==> src/rtl/spi_seq_pkg.sv <==
// Shared types and constants for the SPI byte sequencer: FSM states, the
// four-byte word layout and the timer width.
package spi_seq_pkg;

  localparam int BYTES_PER_WORD = 4;
  localparam int COUNT_W        = 3;
  localparam int TIMER_W        = 16;

  typedef enum logic [2:0] {
    ST_IDLE,
    ST_FILL,
    ST_LAUNCH,
    ST_WAIT,
    ST_CLEAR,
    ST_DRAIN
  } state_e;

  // Byte k of a word occupies bits [8k+7:8k]; byte 0 goes on the wire first.
  typedef logic [BYTES_PER_WORD-1:0][7:0] word_t;

  function automatic logic [7:0] byte_at(input word_t w, input logic [1:0] idx);
    return w[idx];
  endfunction

endpackage

==> src/rtl/spi_seq_timer.sv <==
// Cycle counter with synchronous clear and enable; expire_o flags the
// enabled cycle on which the running count reaches limit_i.
module spi_seq_timer
  import spi_seq_pkg::*;
(
  input  logic               clk_i,
  input  logic               rst_i,
  input  logic               clear_i,
  input  logic               enable_i,
  input  logic [TIMER_W-1:0] limit_i,
  output logic               expire_o
);

  logic [TIMER_W-1:0] cnt_q, cnt_d;

  // A clear that coincides with an enabled cycle counts that cycle as the first.
  always_comb begin
    cnt_d = cnt_q;
    if (clear_i) begin
      cnt_d = enable_i ? TIMER_W'(1) : '0;
    end else if (enable_i && (cnt_q != '1)) begin
      cnt_d = cnt_q + TIMER_W'(1);
    end
  end

  assign expire_o = enable_i &&
                    (({1'b0, cnt_q} + (TIMER_W + 1)'(1)) >= {1'b0, limit_i});

  // NOTE: state registers use non-blocking assignments only, so every flop
  // samples the pre-edge value of every other flop regardless of process order.
  always_ff @(posedge clk_i) begin
    if (rst_i) begin
      cnt_q <= '0;
    end else begin
      cnt_q <= cnt_d;
    end
  end

endmodule

==> src/rtl/spi_byte_sequencer.sv <==
// Packs up to four tx bytes into one SPI master transfer, waits for the master
// to report the same receive fill level, clears it, and streams the rx bytes.
module spi_byte_sequencer
  import spi_seq_pkg::*;
#(
  parameter int unsigned FLUSH_CYCLES = 16,
  parameter int unsigned WAIT_CYCLES  = 4096
) (
  input  logic        clk_i,
  input  logic        rst_i,
  input  logic [7:0]  tx_byte_i,
  input  logic        tx_valid_i,
  input  logic        tx_last_i,
  output logic        tx_ready_o,
  output logic [7:0]  rx_byte_o,
  output logic        rx_valid_o,
  input  logic        rx_ready_i,
  output logic        spi_enable_o,
  output logic [31:0] spi_write_data_o,
  output logic [2:0]  spi_write_data_bytes_valid_o,
  output logic        spi_reset_fill_level_o,
  input  logic [31:0] spi_read_data_i,
  input  logic [2:0]  spi_read_data_bytes_valid_i,
  output logic        busy_o,
  output logic        timeout_o
);

  state_e             state_q, state_d;
  logic [COUNT_W-1:0] count_q, count_d;
  logic [COUNT_W-1:0] idx_q, idx_d;
  word_t              slots_q, slots_d;
  word_t              rx_q, rx_d;
  logic               rx_empty_q, rx_empty_d;
  logic               timeout_q, timeout_d;

  logic tx_accept;
  logic match;
  logic flush_clear, flush_enable, flush_expire;
  logic wait_clear, wait_enable, wait_expire;

  assign tx_ready_o = !rst_i &&
                      ((state_q == ST_IDLE) ||
                       ((state_q == ST_FILL) && (count_q < COUNT_W'(BYTES_PER_WORD))));
  assign tx_accept  = tx_valid_i && tx_ready_o;
  assign match      = (state_q == ST_WAIT) && (spi_read_data_bytes_valid_i == count_q);

  // Flush timer restarts on every accepted byte and only runs while filling.
  assign flush_clear  = tx_accept || (state_q != ST_FILL);
  assign flush_enable = tx_accept || (state_q == ST_FILL);
  assign wait_clear   = (state_q != ST_WAIT);
  assign wait_enable  = (state_q == ST_WAIT);

  spi_seq_timer u_flush_timer (
    .clk_i    (clk_i),
    .rst_i    (rst_i),
    .clear_i  (flush_clear),
    .enable_i (flush_enable),
    .limit_i  (TIMER_W'(FLUSH_CYCLES)),
    .expire_o (flush_expire)
  );

  spi_seq_timer u_wait_timer (
    .clk_i    (clk_i),
    .rst_i    (rst_i),
    .clear_i  (wait_clear),
    .enable_i (wait_enable),
    .limit_i  (TIMER_W'(WAIT_CYCLES)),
    .expire_o (wait_expire)
  );

  // NOTE: every signal written here gets a default first, so no path through
  // the case statement can leave one unassigned and infer a latch.
  always_comb begin
    state_d    = state_q;
    count_d    = count_q;
    idx_d      = idx_q;
    slots_d    = slots_q;
    rx_d       = rx_q;
    rx_empty_d = rx_empty_q;
    timeout_d  = 1'b0;

    unique case (state_q)
      ST_IDLE: begin
        count_d = '0;
        idx_d   = '0;
        slots_d = '0;
        if (tx_accept) begin
          slots_d[0] = tx_byte_i;
          count_d    = COUNT_W'(1);
          state_d    = tx_last_i ? ST_LAUNCH : ST_FILL;
        end
      end

      ST_FILL: begin
        if (tx_accept) begin
          slots_d[count_q[1:0]] = tx_byte_i;
          count_d               = count_q + COUNT_W'(1);
        end
        // An accept coinciding with flush expiry is stored before launching.
        if ((tx_accept && (tx_last_i || (count_q == COUNT_W'(BYTES_PER_WORD - 1)))) ||
            flush_expire) begin
          state_d = ST_LAUNCH;
        end
      end

      ST_LAUNCH: begin
        state_d = ST_WAIT;
      end

      ST_WAIT: begin
        if (match) begin
          rx_d       = word_t'(spi_read_data_i);
          rx_empty_d = 1'b0;
          state_d    = ST_CLEAR;
        end else if (wait_expire) begin
          timeout_d  = 1'b1;
          rx_empty_d = 1'b1;
          state_d    = ST_CLEAR;
        end
      end

      ST_CLEAR: begin
        idx_d   = '0;
        state_d = rx_empty_q ? ST_IDLE : ST_DRAIN;
      end

      ST_DRAIN: begin
        if (rx_ready_i) begin
          if (idx_q == (count_q - COUNT_W'(1))) begin
            state_d = ST_IDLE;
          end else begin
            idx_d = idx_q + COUNT_W'(1);
          end
        end
      end

      default: begin
        state_d = ST_IDLE;
      end
    endcase
  end

  // NOTE: the byte slots and rx word are a handful of flops, not a RAM, so they
  // are reset along with the control state and a mid-transfer reset discards them.
  always_ff @(posedge clk_i) begin
    if (rst_i) begin
      state_q    <= ST_IDLE;
      count_q    <= '0;
      idx_q      <= '0;
      slots_q    <= '0;
      rx_q       <= '0;
      rx_empty_q <= 1'b0;
      timeout_q  <= 1'b0;
    end else begin
      state_q    <= state_d;
      count_q    <= count_d;
      idx_q      <= idx_d;
      slots_q    <= slots_d;
      rx_q       <= rx_d;
      rx_empty_q <= rx_empty_d;
      timeout_q  <= timeout_d;
    end
  end

  // Slots and count are frozen from LAUNCH through CLEAR, holding the word stable.
  assign spi_enable_o                 = (state_q == ST_LAUNCH) || (state_q == ST_WAIT);
  assign spi_write_data_o             = slots_q;
  assign spi_write_data_bytes_valid_o = count_q;
  assign spi_reset_fill_level_o       = (state_q == ST_CLEAR);
  assign rx_valid_o                   = (state_q == ST_DRAIN);
  assign rx_byte_o                    = byte_at(rx_q, idx_q[1:0]);
  assign busy_o                       = (state_q != ST_IDLE);
  assign timeout_o                    = timeout_q;

endmodule

==> config.mk <==
export PLATFORM = sky130hd
export DESIGN_NAME = spi_byte_sequencer
export DESIGN_NICKNAME = d
export VERILOG_FILES = /design/src/rtl/spi_seq_pkg.sv /design/src/rtl/spi_seq_timer.sv /design/src/rtl/spi_byte_sequencer.sv
export SDC_FILE = /design/constraint.sdc
export NUM_CORES = 1
export LEC_CHECK = 0
export ABC_AREA = 1
export CORE_MARGIN = 2
export CORE_UTILIZATION = 35
export CTS_CLUSTER_SIZE = 24
export DETAILED_ROUTE_END_ITERATION = 10
export DONT_BUFFER_PORTS = 1
export HOLD_SLACK_MARGIN = 0.15
export SYNTH_ARGS = -nofsm -noshare
export SYNTH_HDL_FRONTEND = slang
export SYNTH_SLANG_ARGS = --single-unit
export TNS_END_PERCENT = 1
==> constraint.sdc <==
create_clock -name clk_i -period 2.25 [get_ports clk_i]
set_input_delay 0.45 -clock clk_i [delete_from_list [all_inputs] [get_ports clk_i]]
set_output_delay 0.45 -clock clk_i [all_outputs]
set_load 0.01 [all_outputs]
Run 1, layout detail:
Window x 42 to 82, y 17 to 57 um. Cells in gray, sequential cells in the stronger gray; small squares are vias.
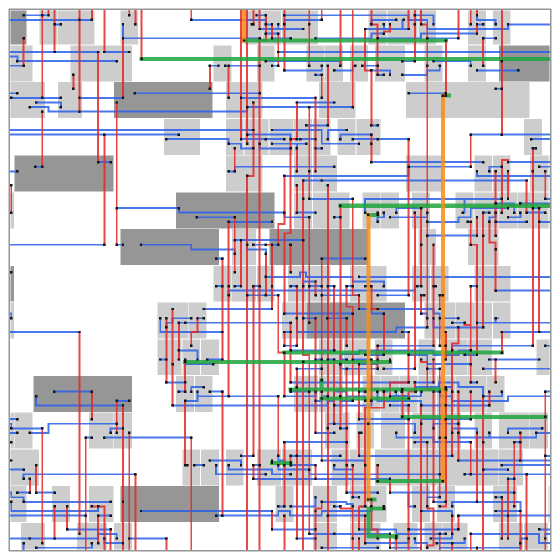
| layer | color |
|---|---|
| met3 | green |
| met1 | blue |
| met4 | orange |
| met2 | red |
most frequent: nand2_1 (31), nor2_1 (23), inv_1 (13)
sequential cells in the window: 9
netlist names of flops here include: u_wait_timer.cnt_q (5)
cells with their middle in the window: 141

Run 1, M3 wires:
Bar = 20 um.
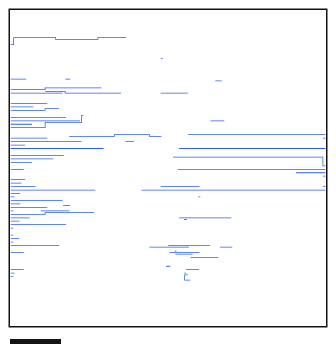
nets with wire on the layer: 66
longest straight run: 72.0 um
share of all routed wire: 8.3%

Run 1, routed clock nets over the placement:
Bar = 20 um.
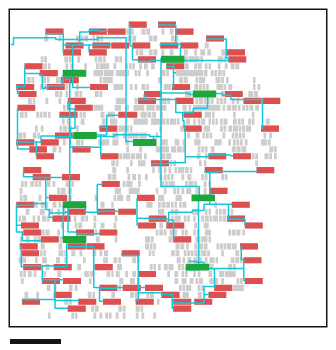
[clock wires] cyan | length: 1340 um
[cells driving clock nets] green | count: 9
[flip-flops] red | count: 107
routed clock nets: 10

==> flow_summary.yaml, run 1 <==
# implementation run metrics
outcome:
  run_status: "finished clean"
worst_setup_path:
  path_max_fanout: 9
  required_ns: 2.49
  worst_path_max_delay_cell: "dfxtp_1"
  crit_path_start: "u_wait_timer.cnt_q[0]"
detailed_routing:
  wl_met1_um: 6105
  first_pass_iters: 4
global_route:
  use_met3_pct: 6.456
power_and_ir_drop:
  p_clk_share_pct: 28.9
  p_seq_share_pct: 38.7
  power.internal_uw: 3614
floorplan:
  fp.dieH_um: 124.1
  nWellTaps: 180
timing:
  min_period_over_period_pct: 88.91
  setup_viol: 0
  fin_setup_tns_ns: 0
  max_freq_ghz: 0.4999
cts:
  ctsResizeCount: 0
  numCtsBuffers: 9
  post_cts_buffers: 0
  cts_tree: "built"
yosys:
  yosys_warnings: 0
[run 1: stage by stage]
stage / power [uW] / util, % / instances / setup WS, ns
CTS: 5863 / 40.13 / 922 / 0.2073
global placement: 4186 / 37.92 / 906 / 0.2240
finish: 5805 / 40.22 / 922 / 0.2494
floorplan: 3672 / - / 733 / 0.3790
detailed placement: 4178 / 37.92 / 906 / 0.2123
global route: 6213 / 40.22 / 922 / -0.02484
[run 1: kinds of logic (layout without fill, tap and decap cells)]
family | count (synthesis) | in the layout | share of synthesized area (%)
buffers and inverters | 81 | 90 | 6.247
xor gates and xnor gates | 6 | 6 | 1.041
AOI/OAI and AO/OA | 165 | 165 | 17.75
adders and majority gates | 9 | 9 | 2.231
and+or+nand+nor | 365 | 365 | 30.29
DFF | 107 | 107 | 42.44
--- run 2 (diff from run 1) ---
Settings changed: CELL_PAD_IN_SITES_DETAIL_PLACEMENT from default to 2, CELL_PAD_IN_SITES_GLOBAL_PLACEMENT from default to 2, CORE_ASPECT_RATIO from default to 0.8, CORE_UTILIZATION 35 to 34, HOLD_SLACK_MARGIN 0.15 to 0.06, PLACE_DENSITY_LB_ADDON from default to 0.1.
Run 2, routed metal, one color a layer:
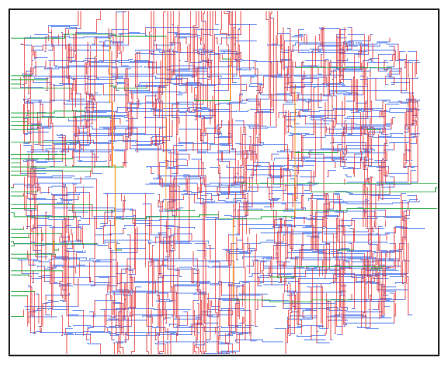
| layer | color | wire length |
|---|---|---|
| met3 | green | 913 um |
| met1 | blue | 7330 um |
| met2 | red | 8400 um |
| met4 | orange | 213 um |

==> flow_summary.yaml, run 2 <==
# implementation run metrics
timing:
  setup_viol: 0
  setup_ws_ns: 0.2179
  min_period_over_period_pct: 90.32
  fin_setup_tns_ns: 0
  max_freq_ghz: 0.4921
worst_setup_path:
  crit_path_start: "state_q[1]"
  worst_path_max_delay_cell: "dfxtp_1"
  path_max_fanout: 9
  critPathKind: "flip-flop to flip-flop"
  required_ns: 2.51
layout:
  fin_area_um2: 5690
power_and_ir_drop:
  p_clk_share_pct: 27.1
  fin_total_pwr_uw: 5836
  power.internal_uw: 3455
cts:
  cts_tree: "built"
  numCtsBuffers: 9
  post_cts_buffers: 0
  ctsResizeCount: 1
  cts-hold-fix-buffers: 0
yosys:
  yosys.area_share.xor_xnor_pct: 1.041
  aoi_share_pct: 17.75
  mux_share_pct: 0
  ys_top_logic_family: "simple AND/OR/NAND/NOR gates"
  yosys_warnings: 0
  syn_area_per_cell_um2: 6.886
  area_leaders: "dfxtp_1 (42%), nand2_1 (16%), a21oi_1 (9.4%)"
outcome:
  run_status: "finished clean"
placed_design:
  pre_cts_ws_ns: 0.005373
detailed_routing:
  wl_met1_um: 7332
Run 2, routed clock nets over the placement:
Bar = 50 um.
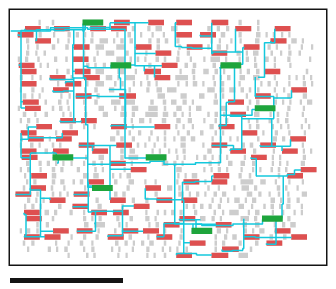
[clock wires] cyan | length: 1570 um
[flip-flops] red | count: 107
[cells driving clock nets] green | count: 9
flops lie: widely spread
routed clock nets: 10

run 2: cell counts after synthesis:
No cell type changed its count.
run 2: metrics by stage:
step | util (%) | instances
after floorplan | - | 733
after global routing | 39.53 | 933
final | 39.53 | 933
after detailed placement | 37.19 | 916
after CTS | 39.20 | 932
after global placement | 37.19 | 916
run 2: layout make-up:
type / count / area (um^2)
clock buffer: 11 / 242.7
clock inverter: 5 / 43.79
fill: 1729 / 8705
inverter: 57 / 219.0
multi-input combinational: 545 / 2626
sequential: 107 / 2148
tap: 184 / 230.2
timing repair buffer: 24 / 180.2
run 2: power groups by stage:
stage               logic [uW]  clock network (uW)  registers, uW
floorplan                 1430                   0           2240
global placement          1910                   0           2290
detailed placement        2000                   0           2300
CTS                       2020                1640           2250
global route              2280                1720           2270
finish                    2000                1580           2250
No activity file was given, so power comes from the tool's default toggle rates.
